File: config.mk
export PLATFORM = sky130hd
export DESIGN_NAME = button_debouncer
export DESIGN_NICKNAME = d
export VERILOG_FILES = /design/src/rtl/button_debouncer.sv
export SDC_FILE = /design/constraint.sdc
export NUM_CORES = 1
export LEC_CHECK = 0
export ABC_AREA = 0
export CORE_ASPECT_RATIO = 0.75
export CORE_UTILIZATION = 43
export CTS_CLUSTER_SIZE = 28
export DETAILED_ROUTE_END_ITERATION = 8
export GPL_TIMING_DRIVEN = 0
export REMOVE_ABC_BUFFERS = 1
export SLEW_MARGIN = 10
export SYNTH_ARGS = -nofsm -noshare
export SYNTH_HDL_FRONTEND = slang
export SYNTH_SLANG_ARGS = --single-unit
File: constraint.sdc
create_clock -name clk -period 3.56 [get_ports clk]
set_input_delay 0.89 -clock clk [delete_from_list [all_inputs] [get_ports clk]]
set_output_delay 0.89 -clock clk [all_outputs]
set_load 0.02 [all_outputs]
File: src/rtl/button_debouncer.sv
// Paddle push-button conditioner: 2-FF synchroniser feeding a counter-qualified debounce FSM.
// Produces a debounced level, press/release/long-hold pulses and a wrapping press tally.
module button_debouncer #(
    parameter int unsigned STABLE_CNT = 4,
    parameter int unsigned HOLD_CNT   = 8,
    parameter int unsigned CNT_W      = 8
) (
    input  logic       clk,
    input  logic       reset,
    input  logic       sample_en,
    input  logic       pb,
    output logic       pb_state,
    output logic       pb_down,
    output logic       pb_up,
    output logic       pb_hold,
    output logic [7:0] press_count
);

    typedef enum logic [1:0] {StUp, StChkDn, StDown, StChkUp} state_e;

    state_e           state_q, state_d;
    logic             s1_q, s1_d, s2_q, s2_d;
    logic [CNT_W-1:0] cnt_q, cnt_d;
    logic [CNT_W-1:0] hold_q, hold_d;
    logic             pb_state_q, pb_state_d;
    logic             pb_down_q, pb_down_d;
    logic             pb_up_q, pb_up_d;
    logic             pb_hold_q, pb_hold_d;
    logic [7:0]       press_q, press_d;
    logic             hold_hit;

    localparam logic [CNT_W-1:0] StableLast = CNT_W'(STABLE_CNT - 1);
    localparam logic [CNT_W-1:0] HoldMax    = CNT_W'(HOLD_CNT);

    always_comb begin
        s1_d      = pb;
        s2_d      = s1_q;
        state_d   = state_q;
        cnt_d     = cnt_q;
        hold_d    = hold_q;
        press_d   = press_q;
        hold_hit  = 1'b0;

        if (sample_en) begin
            unique case (state_q)
                StUp: begin
                    if (s2_q) begin
                        if (STABLE_CNT == 1) begin
                            state_d = StDown;
                        end else begin
                            state_d = StChkDn;
                            cnt_d   = CNT_W'(1);
                        end
                    end
                end
                StChkDn: begin
                    if (!s2_q) begin
                        state_d = StUp;
                        cnt_d   = '0;
                    end else if (cnt_q == StableLast) begin
                        state_d = StDown;
                        cnt_d   = '0;
                    end else begin
                        cnt_d = cnt_q + CNT_W'(1);
                    end
                end
                StDown: begin
                    if (!s2_q) begin
                        if (STABLE_CNT == 1) begin
                            state_d = StUp;
                        end else begin
                            state_d = StChkUp;
                            cnt_d   = CNT_W'(1);
                        end
                    end
                end
                StChkUp: begin
                    if (s2_q) begin
                        state_d = StDown;
                        cnt_d   = '0;
                    end else if (cnt_q == StableLast) begin
                        state_d = StUp;
                        cnt_d   = '0;
                    end else begin
                        cnt_d = cnt_q + CNT_W'(1);
                    end
                end
                default: begin
                    state_d = StUp;
                    cnt_d   = '0;
                end
            endcase

            if ((state_q == StDown || state_q == StChkUp) && hold_q != HoldMax) begin
                hold_d   = hold_q + CNT_W'(1);
                hold_hit = (hold_d == HoldMax);
            end
        end

        pb_state_d = (state_d == StDown) || (state_d == StChkUp);
        pb_down_d  = pb_state_d && !pb_state_q;
        pb_up_d    = !pb_state_d && pb_state_q;
        // A hold reaching its limit on the very sample that releases is dropped.
        pb_hold_d  = hold_hit && pb_state_d;
        if (!pb_state_d) begin
            hold_d = '0;
        end
        if (pb_down_d) begin
            press_d = press_q + 8'd1;
        end
    end

    always_ff @(posedge clk) begin
        if (!reset) begin
            s1_q       <= 1'b0;
            s2_q       <= 1'b0;
            state_q    <= StUp;
            cnt_q      <= '0;
            hold_q     <= '0;
            pb_state_q <= 1'b0;
            pb_down_q  <= 1'b0;
            pb_up_q    <= 1'b0;
            pb_hold_q  <= 1'b0;
            press_q    <= '0;
        end else begin
            s1_q       <= s1_d;
            s2_q       <= s2_d;
            state_q    <= state_d;
            cnt_q      <= cnt_d;
            hold_q     <= hold_d;
            pb_state_q <= pb_state_d;
            pb_down_q  <= pb_down_d;
            pb_up_q    <= pb_up_d;
            pb_hold_q  <= pb_hold_d;
            press_q    <= press_d;
        end
    end

    assign pb_state    = pb_state_q;
    assign pb_down     = pb_down_q;
    assign pb_up       = pb_up_q;
    assign pb_hold     = pb_hold_q;
    assign press_count = press_q;

endmodule

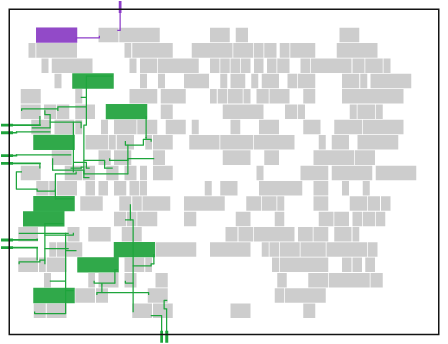
Figure 1: nets reached from selected ports.
color	port	direction	end cells	buffers	wire
purple	pb_down	output	1	1	8.60 µm
green	press_count	output	8	8	295 µm
Port-buffer cells: 15
number of ports placed on the die boundary: 16

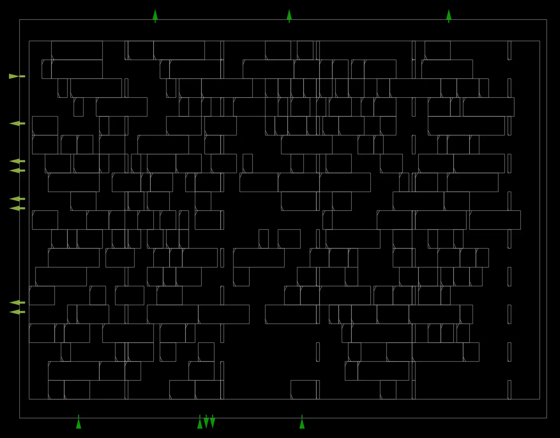
Figure 2: cell placement.
number of placement rows: 19
fraction of area in registers: 0.3166
non-filler instance count after layout: 261
# Taps: 52

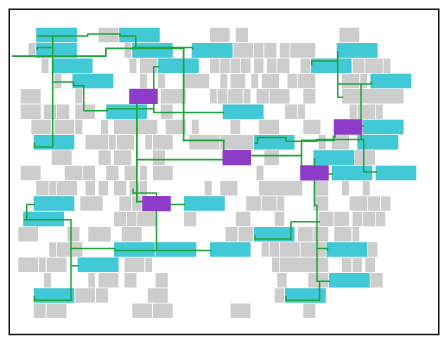
Figure 3: clock wires, drivers and flops.
[cyan] flip-flops | count: 32
[purple] clock-net drivers | count: 5
[green] clock wires | length: 424 µm
flops lie	all over the die
clock group share of total power: 0.475
clk_skew: 0.009153 ns
Clk Latency, worst-skew pair: 0.28 ns

==> results.py <==
# Metrics from the implementation run
metrics = {
    "status": {
        "outcome": "complete, no violations",
    },
    "clock_network": {
        "clock_tree_from_tritoncts": "yes",
        "cts-root-to-sink-buffers": 2,
        "cts_resized": 0,
        "clock-sinks": 32,
        "post-cts-setup-buffer-count": 0,
        "cts.hold.buffers_added": 0,
        "clock_tree.htree_level_count": 2,
        "cts-buffers-inserted": 5,
        "clock_tree.root_cell": "sky130_fd_sc_hd__clkbuf_8",
    },
    "placement": {
        "postPlaceCellArea_um2": 1912,
        "dp_worst_setup_slack_ns": 0.7350,
    },
    "global_route": {
        "number_of_antenna_violations_at_the_first_check_in_global_routing": 0,
        "grt_pass1_wl_um": 5692,
        "grt.total_usage": 0.1635,
        "congestion_overflow_gr": 0,
        "grt_pass1_vias": 1270,
    },
    "final_timing": {
        "worst_slew_pin_slew_ns": 0.8738,
        "slew_viol_final": 0,
        "worst_slack_ns": 1.047,
        "hold_slack_ns": 0.4379,
        "final.setup.tns_ns": 0,
    },
    "min_path": {
        "worstHoldPathCells": 1,
        "worstHoldEndpoint": "s2_q",
        "hold_path_startpoint": "s1_q",
    },
    "route": {
        "drt_wl_total_um": 3212,
        "wl_per_cell_um": 12.31,
        "ant_nets": 0,
        "firstDrtPassIters": 4,
        "via_per_inst": 5.372,
    },
    "worst_setup_path": {
        "critical_setup_path_class": "in -> reg",
        "crit_path_max_fanout": 13,
        "ff2ff_path_depth": 5,
        "critical_path.startpoint_type": "input pin",
        "critical_path.endpoint": "cnt_q[4]",
        "cp_cell_sequence": "clkdlybuf4s50_1 > o21ai_1 > o21ai_0 > nor2_1",
        "regToRegSetupSlack_ns": 1.56,
        "worst_ep_required_time_ns": 3.70,
        "timing.rr.start": "cnt_q[0]",
        "critPathArrivalTime_ns": 2.66,
        "worst-path-stages": 4,
        "crit_start": "sample_en",
    },
    "floorplan": {
        "chipHeight_um": 57.49,
        "coreArea_um2": 3804,
        "fp_util": 0.4641,
    },
    "synth": {
        "synthesis.instances": 196,
        "synthesis.area_um2": 1765,
        "top_cells_by_count": "sky130_fd_sc_hd__dfxtp_1, sky130_fd_sc_hd__nand2_1, sky130_fd_sc_hd__mux2i_1",
        "top_cells_by_area": "sky130_fd_sc_hd__dfxtp_1, sky130_fd_sc_hd__mux2i_1, sky130_fd_sc_hd__nand2_1",
        "ys_seq_frac": 0.3629,
        "synth_top_area_share": 0.3629,
        "most_common_cell": "sky130_fd_sc_hd__dfxtp_1",
        "ys_cells": 196,
    },
    "power": {
        "register_share_of_total_power": 0.499,
        "p_per_area_nw_per_um2": 358.8,
        "p_total_mw": 0.7258,
        "power.combinational.fraction": 0.027,
    },
    "flow_run": {
        "timing.max_cap.violations": 0,
        "count_of_warning_messages_emitted_by_the_tools": 26,
    },
    "finish": {
        "final_area_um2": 2023,
        "final_core_utilization": 0.5319,
        "layout_cell_share_with_drive_strength_beyond_1": 0.1100,
        "insertedDiodeCount": 0,
        "finish.net_count": 216,
    },
}
-- logic make-up (layout without fill, tap and decap cells) --
family                   Yosys count  in the layout  share of synthesized area
AND/OR/NAND/NOR                   90             90                     0.2991
flip-flops                        32             32                     0.3629
AND-OR/OR-AND                     23             23                    0.08009
multiplexers                      20             20                     0.1191
buffers and inverters             16             29                    0.05174
XOR/XNOR                          11             11                    0.05883
adder cells (fa/ha/maj)            4              4                    0.02835
-- power groups by stage --
| stage | logic, mW | registers (mW) | clock network, mW |
|---|---|---|---|
| 6_report | 0.0192 | 0.362 | 0.345 |
| 5_1_grt | 0.0219 | 0.362 | 0.375 |
| 4_1_cts | 0.0195 | 0.362 | 0.352 |
| 3_5_place_dp | 0.0193 | 0.370 | 0 |
| 3_3_place_gp | 0.0188 | 0.370 | 0 |
| 2_1_floorplan | 0.00853 | 0.370 | 0 |
-- cell usage in the layout (no fill, tap or decap), types with 2 or more instances in the layout --
| master | Yosys | routed |
|---|---|---|
| sky130_fd_sc_hd__nand2b_1 | 7 | 7 |
| sky130_fd_sc_hd__mux2_2 | 4 | 4 |
| sky130_fd_sc_hd__xor2_1 | 8 | 8 |
| sky130_fd_sc_hd__nor2b_1 | 3 | 3 |
| sky130_fd_sc_hd__o21ai_0 | 7 | 7 |
| sky130_fd_sc_hd__clkdlybuf4s50_1 | 0 | 15 |
| sky130_fd_sc_hd__dfxtp_1 | 32 | 32 |
| sky130_fd_sc_hd__nand4b_1 | 2 | 2 |
| sky130_fd_sc_hd__ha_1 | 4 | 4 |
| sky130_fd_sc_hd__inv_1 | 6 | 6 |
| sky130_fd_sc_hd__nor2_1 | 13 | 13 |
| sky130_fd_sc_hd__or3_1 | 2 | 2 |
| sky130_fd_sc_hd__nor3_1 | 4 | 4 |
| sky130_fd_sc_hd__a21oi_1 | 6 | 6 |
| sky130_fd_sc_hd__o211ai_1 | 4 | 4 |
| sky130_fd_sc_hd__and3_2 | 2 | 2 |
| sky130_fd_sc_hd__mux2i_1 | 15 | 15 |
| sky130_fd_sc_hd__xnor2_1 | 2 | 2 |
| sky130_fd_sc_hd__and2_1 | 4 | 4 |
| sky130_fd_sc_hd__and3_1 | 6 | 6 |
| sky130_fd_sc_hd__clkbuf_8 | 2 | 5 |
| sky130_fd_sc_hd__nand3_1 | 9 | 9 |
| sky130_fd_sc_hd__nand2_1 | 20 | 20 |
| sky130_fd_sc_hd__nand4_1 | 7 | 7 |
-- final cells by class --
class,count,area [µm²]
Clock buffer,5,68.82
Timing Repair Buffer,15,150.1
Clock inverter,3,42.54
Sequential cell,32,640.6
Tap cell,52,65.06
Inverter,6,22.52
Multi-Input combinational cell,148,1033
Fill cell,362,1780
-- layer usage --
| metal | global-route usage | routed length [µm] |
|---|---|---|
| met1 | 0.2091 | 1632 |
| met3 | 0.04800 | 124 |
| met2 | 0.2662 | 1420 |
| met4 | 0.05769 | 34 |
| met5 | 0 | 0 |
-- registers in the layout (all words and copies together) (netlist names), 2 cells and up --
register     cells
cnt_q            8
press_count      8
state_q          2
hold_q           8
-- worst register-to-register path, delay by kind of cell, from the launching register on --
kind,cells,cell delay (ns)
and+or+nand+nor,3,0.85
DFF,1,0.38
adders and majority gates,1,0.23
muxes,1,0.46
No activity file was given, so power comes from the tool's default toggle rates.
